==> run_1/density.png <==
The die is cut into 18 by 18 equal tiles; white is low, dark blue is high, 0 to 100% covered.
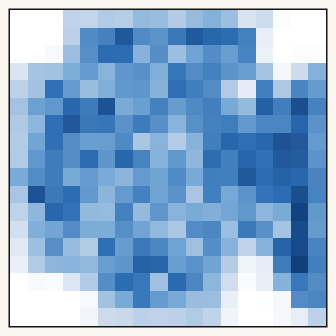
==> run_1/clock_map.png <==
Bar = 50 um.
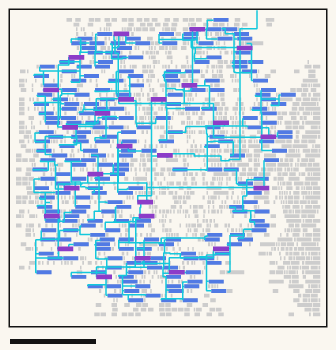
==> run_1/met3.png <==
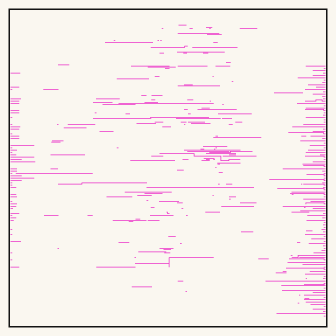
==> run_1/final_placement.png <==
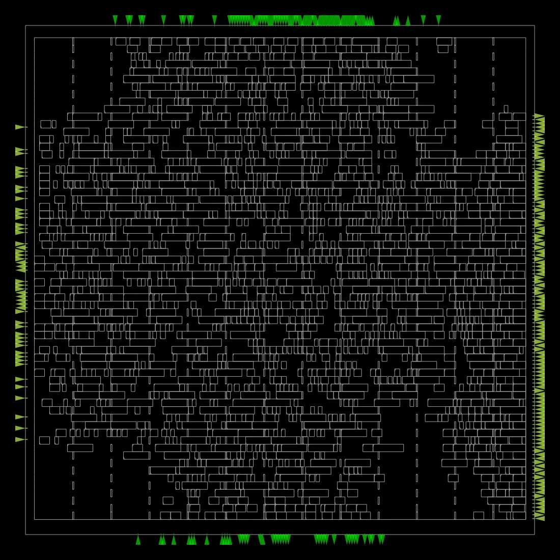
File: src/rtl/branch_resolve.sv
// branch_resolve: EX-stage branch resolution unit.
// Carries each fetch-time prediction (taken flag, target) through DEC into EX
// alongside its instruction, evaluates the real branch condition in EX, and
// drives a registered predictor update bus plus a one-cycle front-end
// redirect/flush whenever the prediction was wrong.
// Optional build macro: BRANCH_PERF_CNT_EN adds saturating resolve and
// mispredict counters (br_total_cnt, br_mispred_cnt).
module branch_resolve #(
    parameter int ADDR_WIDTH = 32,
    parameter int DATA_WIDTH = 32
) (
    input  logic                  cpu_clk,
    input  logic                  cpu_rstn,
    input  logic                  valid_if,
    input  logic [ADDR_WIDTH-1:0] pc_if,
    input  logic                  predict_taken_if,
    input  logic [ADDR_WIDTH-1:0] predict_target_pc_if,
    input  logic                  stall_dec,
    input  logic                  stall_ex,
    input  logic                  flush_exc,
    input  logic                  branch_valid_ex,
    input  logic [2:0]            funct3_ex,
    input  logic [DATA_WIDTH-1:0] src_data1_ex,
    input  logic [DATA_WIDTH-1:0] src_data2_ex,
    input  logic [ADDR_WIDTH-1:0] target_pc_ex,
    output logic                  redirect_valid,
    output logic [ADDR_WIDTH-1:0] redirect_pc,
    output logic                  branch_ex,
    output logic                  branch_taken_ex,
    output logic [ADDR_WIDTH-1:0] branch_pc_ex,
    output logic [ADDR_WIDTH-1:0] branch_target_pc
`ifdef BRANCH_PERF_CNT_EN
    ,
    output logic [31:0]           br_total_cnt,
    output logic [31:0]           br_mispred_cnt
`endif
);

    // RUN: normal resolution. SQUASH: the cycle the redirect is visible;
    // everything still in the shadow pipe is wrong-path.
    typedef enum logic {
        RUN    = 1'b0,
        SQUASH = 1'b1
    } state_t;

    state_t state, state_next;

    // DEC-stage prediction shadow
    logic                  dec_valid;
    logic [ADDR_WIDTH-1:0] dec_pc;
    logic                  dec_ptaken;
    logic [ADDR_WIDTH-1:0] dec_ptarget;

    // EX-stage prediction shadow
    logic                  ex_valid;
    logic [ADDR_WIDTH-1:0] ex_pc;
    logic                  ex_ptaken;
    logic [ADDR_WIDTH-1:0] ex_ptarget;

    logic                  cond_known;
    logic                  actual_taken;
    logic                  resolve;
    logic                  mispredict;
    logic                  squash_now;
    logic [ADDR_WIDTH-1:0] fallthrough_pc;

    // Decode funct3 into the actual branch outcome.
    always_comb begin
        // NOTE: every always_comb output gets a default first so no path can
        // leave it unassigned and infer a latch.
        cond_known   = 1'b1;
        actual_taken = 1'b0;
        case (funct3_ex)
            3'b000:  actual_taken = (src_data1_ex == src_data2_ex);
            3'b001:  actual_taken = (src_data1_ex != src_data2_ex);
            3'b100:  actual_taken = ($signed(src_data1_ex) <  $signed(src_data2_ex));
            3'b101:  actual_taken = ($signed(src_data1_ex) >= $signed(src_data2_ex));
            3'b110:  actual_taken = (src_data1_ex <  src_data2_ex);
            3'b111:  actual_taken = (src_data1_ex >= src_data2_ex);
            default: cond_known   = 1'b0;
        endcase
    end

    assign squash_now     = (state == SQUASH);
    assign resolve        = ex_valid && branch_valid_ex && cond_known &&
                            !stall_ex && !squash_now && !flush_exc;
    assign mispredict     = resolve &&
                            ((actual_taken != ex_ptaken) ||
                             (actual_taken && (target_pc_ex != ex_ptarget)));
    assign fallthrough_pc = ex_pc + ADDR_WIDTH'(4);

    // Next-state logic; an exception flush always lands in RUN.
    always_comb begin
        state_next = state;
        case (state)
            RUN:    if (mispredict) state_next = SQUASH;
            SQUASH: state_next = RUN;
        endcase
        if (flush_exc) state_next = RUN;
    end

    // State register.
    always_ff @(posedge cpu_clk or negedge cpu_rstn) begin
        // NOTE: sequential state uses non-blocking assignments so every
        // register samples pre-edge values regardless of block order.
        if (!cpu_rstn) state <= RUN;
        else           state <= state_next;
    end

    // DEC shadow: follows IF unless stalled; killed by flush or squash.
    always_ff @(posedge cpu_clk or negedge cpu_rstn) begin
        if (!cpu_rstn) begin
            dec_valid   <= 1'b0;
            dec_pc      <= '0;
            dec_ptaken  <= 1'b0;
            dec_ptarget <= '0;
        end else begin
            if (flush_exc || squash_now) dec_valid <= 1'b0;
            else if (!stall_dec)         dec_valid <= valid_if;
            if (!stall_dec) begin
                dec_pc      <= pc_if;
                dec_ptaken  <= predict_taken_if;
                dec_ptarget <= predict_target_pc_if;
            end
        end
    end

    // EX shadow: follows DEC unless stalled; a held DEC inserts a bubble.
    always_ff @(posedge cpu_clk or negedge cpu_rstn) begin
        if (!cpu_rstn) begin
            ex_valid   <= 1'b0;
            ex_pc      <= '0;
            ex_ptaken  <= 1'b0;
            ex_ptarget <= '0;
        end else begin
            if (flush_exc || squash_now) ex_valid <= 1'b0;
            else if (!stall_ex)          ex_valid <= dec_valid && !stall_dec;
            if (!stall_ex) begin
                ex_pc      <= dec_pc;
                ex_ptaken  <= dec_ptaken;
                ex_ptarget <= dec_ptarget;
            end
        end
    end

    // Registered update bus and redirect; strobes are single-cycle pulses.
    always_ff @(posedge cpu_clk or negedge cpu_rstn) begin
        if (!cpu_rstn) begin
            branch_ex        <= 1'b0;
            branch_taken_ex  <= 1'b0;
            branch_pc_ex     <= '0;
            branch_target_pc <= '0;
            redirect_valid   <= 1'b0;
            redirect_pc      <= '0;
        end else begin
            branch_ex      <= resolve;
            redirect_valid <= mispredict;
            if (resolve) begin
                branch_taken_ex  <= actual_taken;
                branch_pc_ex     <= ex_pc;
                branch_target_pc <= target_pc_ex;
            end
            if (mispredict) begin
                redirect_pc <= actual_taken ? target_pc_ex : fallthrough_pc;
            end
        end
    end

`ifdef BRANCH_PERF_CNT_EN
    // Saturating resolve / mispredict counters.
    always_ff @(posedge cpu_clk or negedge cpu_rstn) begin
        if (!cpu_rstn) begin
            br_total_cnt   <= '0;
            br_mispred_cnt <= '0;
        end else begin
            if (resolve && (br_total_cnt != 32'hFFFF_FFFF))
                br_total_cnt <= br_total_cnt + 32'd1;
            if (mispredict && (br_mispred_cnt != 32'hFFFF_FFFF))
                br_mispred_cnt <= br_mispred_cnt + 32'd1;
        end
    end
`endif

endmodule

File: config.mk
export PLATFORM = sky130hd
export DESIGN_NAME = branch_resolve
export DESIGN_NICKNAME = d
export VERILOG_FILES = /design/src/rtl/branch_resolve.sv
export SDC_FILE = /design/constraint.sdc
export NUM_CORES = 1
export LEC_CHECK = 0
export ABC_AREA = 1
export CORE_MARGIN = 3
export CORE_UTILIZATION = 35
export CTS_BUF_LIST = sky130_fd_sc_hd__clkbuf_16
export CTS_CLUSTER_SIZE = 30
export DETAILED_ROUTE_END_ITERATION = 10
export PLACE_DENSITY = 0.61
export SYNTH_ARGS = -nofsm -noshare
export SYNTH_HDL_FRONTEND = slang
export SYNTH_SLANG_ARGS = --single-unit
File: constraint.sdc
create_clock -name cpu_clk -period 2.3 [get_ports cpu_clk]
set_input_delay 0.23 -clock cpu_clk [delete_from_list [all_inputs] [get_ports cpu_clk]]
set_output_delay 0.23 -clock cpu_clk [all_outputs]
set_load 0.05 [all_outputs]
==> run summary, run 1 <==
run metrics: initial antenna violation count 1, Post-synth EDFFs 0, crit path kind input pin to register, Top Layout Cells nand2_1 (443), dfrtp_1 (231), clkdlybuf4s50_1 (207), worst setup margin -0.00669 ns, Hold Slack 0.176 ns, power per cell area 678 nW/um^2, worst path cell trace clkdlybuf4s50_1 > ha_4 > nand2_4 > nor2_4 > nor3b_4 > nand2_1 > nand2_1 > o21ai_2 > inv_2 > nand2_2 > nor2_4 > nand3_4 > buf_6 > nand2_4 > nand3_4 > clkbuf_16 > nand2_1 > nand2_1, Top Usage Layer GRT met2, GRT Overall Usage 21.1%, Mapped Area between 10000 and 15000 um^2, cell mode on critical path nand2_1, slowest cell delay on critical path 0.45 ns, ANT nets after route 0, Power, Total ~11000 uW, Port Buffer Count 269, Worst EP required 2.71 ns, r2r endpoint redirect_pc[30], yosys adder share 3.73%, largest net degree at the start of global routing ~130, initial DRC count 687, # hold bufs at CTS 1, final setup violation count 10, Mux cell area share less than 1%, layout cell share with drive strength beyond 1 15.9%, P_leak 0.00854 uW, CTS Buffer Depth 3, Resized cells post-CTS 2, Yosys top cell by area dfrtp_1, VDD IR max approximately 390 uV, Worst R2R Start ex_pc[2], NetSw 3460 uW, status complete, but fails checks, first-pass GRT wire length 55500 um, Die Height ~180 um, worst slew pin tran 0.603 ns, WP buf/inv 4, GR Layer Usage met2 33.0%, FFs w/ async S/R, synth 100%, Critical Path Start Type input pin, wire length per cell between 15 and 20 um, Log Warnings 32, Final Wtd Congestion slightly below 1, Post-DP HPWL 28500 um, Yosys cell types 36, CP Capture Point redirect_pc[4], comb pwr 2660 uW, crit end category register, synthesis-to-layout area growth 50.5%, crit path DAT between 2 and 3 ns, dominant logic cell type in the layout nand2_1, WL met3 2660 um, syn avg cell area 8.14 um^2, fin util 53.9%, Synth top cells by count nand2_1 (473), dfrtp_1 (232), inv_1 (150), io pins 270, met1 usage 30.0%, Highest Signal Layer met5, XOR Share, Synth 3.16%, Simple-Gate Area Share a little under a quarter, RSZ-0062 raised after global routing yes, cell count after synthesis 1362, largest power group sequential cells, hold path depth 5, Main logic family simple AND/OR/NAND/NOR gates, Crit path depth 18, Reg2Reg Setup Slack between 0.15 and 0.2 ns, most common cell in the netlist nand2_1, failing checks setup timing, DR vias/cell ~4.8, Post-Syn Nets 1566
Back to the opening pictures, density.png:
- fullest tile: 94%
- emptiest ninth of the die: south-west
- mean over tiles: 48%
- densest ninth of the die: east
- nearly empty tiles: 9.0%
- tiles over 75% full: 12%

Back to the opening pictures, clock_map.png:
- cyan: clock wires (length 2940 um)
- blue: flip-flops (count 232)
- purple: cells driving clock nets (count 25)
- routed clock nets: 26
clock share of power: 34.8%
Clock Power: 3930 uW

Back to the opening pictures, met3.png:
- share of all routed wire: 7.0%
- longest straight run: 62.3 um
- main direction: horizontal
drt total wl: 38200 um
met3 GRT Util: 3.40%
via count: 10.2k

Back to the opening pictures, final_placement.png:
Tap Count: 396
Core ar.: 30900 um^2
sequential share of cell area: 34.8%
Non-Filler Instances: 2114

## run 1: worst register-to-register path: stages (launching register included)
cell,delay (ns)
dfrtp_1,0.37
ha_1,0.19
nand2_1,0.07
nor2_2,0.11
nand3_1,0.13
nor2_2,0.18
nand4_1,0.14
nor2_1,0.16
nand3_1,0.14
nor2_2,0.12
xor2_1,0.16
nand3_1,0.09
nand2_1,0.07
nand3_1,0.07
nand2_1,0.06
## run 1: layout make-up
class / instances / area, um^2
timing repair buffer: 372 / 3910
multi-input combinational: 917 / 5090
tap: 396 / 495
sequential: 232 / 5810
clock inverter: 18 / 164
clock buffer: 25 / 626
inverter: 154 / 578
fill: 2797 / 14200
--- run 2 (diff from run 1) ---
--- a/config.mk
+++ b/config.mk
@@ -12,6 +12,7 @@
 export CTS_CLUSTER_SIZE = 30
 export DETAILED_ROUTE_END_ITERATION = 10
 export PLACE_DENSITY = 0.61
+export SETUP_SLACK_MARGIN = 0.05
 export SYNTH_ARGS = -nofsm -noshare
 export SYNTH_HDL_FRONTEND = slang
 export SYNTH_SLANG_ARGS = --single-unit
==> run 2 against run 1 <==
  * The run now ends clean
  * Critical path type unchanged
  * Synthesized area stayed put
  * Maximum frequency rose by 10%
  * Largest power group unchanged
  * Setup slack better by 0.21 ns
  * Die area did not move
  * Clock skew increased by 0.0031 ns
  * Flip-flop count stayed put
  * Sequential power about the same
==> run summary, run 2 <==
run metrics: status complete, no violations, max cap viols 0, antenna cells 0, cell mode on critical path nand2_1, Placed Cells slightly above 2k, Worst EP required 2.71 ns (about the same), Hold Slack 0.176 ns (-0.000891 ns), VDD IR max 387 uV (about the same), post-route minimum period 2.10 ns, clock share of power 34.8% (about the same), # Post-CTS Setup Buffers 0, Crit path depth 19 (+1), Detailed Routing Iterations Pass 1 5, yosys stat cell total 1362, comb pwr 2660 uW (about the same), placed cell area 14800 um^2, sequential share of power 41.7%, worst slew pin tran 0.618 ns (+0.0150 ns), Comb power frac 23.5%, Yosys top cell by area dfrtp_1, CP max-delay cell ha_4, worst path cell trace dlymetal6s2s_1 > ha_4 > nand2_2 > nor2_4 > nand2_2 > nor3b_4 > nand2_1 > nand2_1 > o21ai_2 > inv_2 > nand2_2 > nor2_4 > nand3_4 > buf_12 > nand2_4 > nand3_4 > clkbuf_16 > nand2_1 > nand2_1, top cells by area dfrtp_1 (52%), nand2_1 (16%), o21ai_0 (6.5%), YS warnings 0, FFs w/ async S/R, synth 100% (unchanged), GR Overflow Total 0, initial DRC count 721 (+4.9%), most common cell in the netlist nand2_1, Seq. pwr between 4000 and 5000 uW, crit path kind input pin to register, Power, Total 11300 uW (about the same), Die X approximately 180 um, fin util 54.1% (+0.12 points), CP max FO 6, vias in the first global route 9826, Reg2Reg Setup Slack 0.21 ns (+0.02 ns), wire length per cell 18.2 um (+0.42%), period utilization 91.1%, drt total wl 38300 um (+0.33%), NetSw 3470 uW (about the same), Clock Power 3930 uW (about the same), GRT Overall Usage 21.1% (+0.021 points), Root Buffer clkbuf_16, DRC 0, number of buffers created by CTS 25, crit end category register, Main synth FF type dfrtp_1, Worst Hold Launch stall_ex, CP Launch Point src_data1_ex[29], Yosys cell types 36 (unchanged), ANT nets after route 0 (unchanged), hold path depth 5 (unchanged), HP Class input pin to register, CP Capture Point redirect_pc[0], Seq/Total Area, Yosys 52.4%, Log Warnings 32 (unchanged), Pre-Place Util 35.9%, worst setup margin 0.204 ns (+0.211 ns), final hold vios 0, Clock Skew 0.0127 ns, clock-pin slew of the registers on the worst-case setup and hold paths about 0.06 ns, Synth flops 232, Top Layout Cells nand2_1 (449), dfrtp_1 (231), clkdlybuf4s50_1 (203), Synth top cells by count nand2_1 (473), dfrtp_1 (232), inv_1 (150), CP delay by family, top simple AND/OR/NAND/NOR gates, WP buf/inv 4 (unchanged), Die Height 184 um (unchanged), P_leak 0.00856 uW (+0.26%), Final Wtd Congestion 0.963 (unchanged), final setup violation count 0 (-10), largest power group sequential cells, DR vias/cell 4.82 (-0.46%), clk sinks between 200 and 250, largest net degree at the start of global routing 130 (unchanged), share of the synthesized area in the top cell type 52.4%, met1 usage 30.0% (about the same), power per cell area 676 nW/um^2 (-0.26%), worst min-delay path endpoint ex_valid, GR Layer Usage met2 33.1% (+0.15 points), setup_tns 0 ns, cell count after synthesis 1362 (unchanged), io pins 270 (unchanged), Post-synth EDFFs 0 (unchanged), crit path DAT 2.50 ns (-0.22 ns), RSZ-0062 raised after global routing yes, Port Buffer Count 269 (unchanged), via count 10.2k (-0.56%), final net count roughly 1.9k, dominant logic cell type in the layout nand2_1, Post-Syn Nets 1566 (unchanged), slowest cell delay on critical path 0.28 ns (-0.17 ns), Place WS -0.601 ns, Top Usage Layer GRT met2, worst skew pair latency 0.53 ns, Internal 7840 uW, Sw Ratio between 30 and 40%, initial antenna violation count 1 (unchanged), Worst R2R Start ex_pc[12], synthesis-to-layout area growth 50.8%, Resized cells post-CTS 9 (+7), first-pass GRT wire length 55500 um (about the same), design area between 15000 and 20000 um^2, htree depth 1, cell row count 64, Critical Path Start Type input pin, Core ar. 30900 um^2 (unchanged), f_max about 480 MHz, max-slew violation count 0, Mapped Area 11100 um^2 (unchanged), # hold bufs at CTS 1 (unchanged), syn avg cell area 8.14 um^2 (unchanged), CTS tree yes, Non-Filler Instances 2112 (-0.095%), Max-slew headroom 58.6%, Die Footprint 33800 um^2, layout cell share with drive strength beyond 1 16.0% (+0.14 points), CTS Buffer Depth 3 (unchanged), r2r endpoint redirect_pc[28], Post-DP HPWL 28500 um (unchanged), met3 GRT Util 3.40% (unchanged)
-- run 2: cell counts after synthesis --
Identical to the previous run, type by type.
-- run 2: cells by family after synthesis --
family,share of synthesized area [%]
AOI/OAI and AO/OA,9.06
muxes,0.203
xor gates and xnor gates,3.16
adders and majority gates,3.73
DFF,52.4
buffers and inverters,7.51
and+or+nand+nor,24.0
-- run 2: per-layer routing --
metal	part of all wire, %	vias up
met5	0.029	-
met4	3.6	2
met3	6.8	77
met2	45	383
met1	44	4729
li1	-	4999
-- run 2: cell type report --
type	instances	area [um^2]
Clock inverter	18	164
Timing Repair Buffer	370	3920
Tap cell	396	495
Inverter	154	578
Sequential cell	232	5810
Fill cell	2797	14200
Multi-Input combinational cell	917	5120
Clock buffer	25	626
==> run_2/clock_map.png <==
Bar = 50 um.
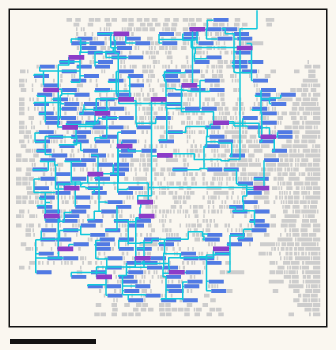
- purple: cells driving clock nets (count 25)
- cyan: clock wires (length 2950 um)
- blue: flip-flops (count 232)
- flops lie: widely spread
- routed clock nets: 26

No activity file was given, so power comes from the tool's default toggle rates.
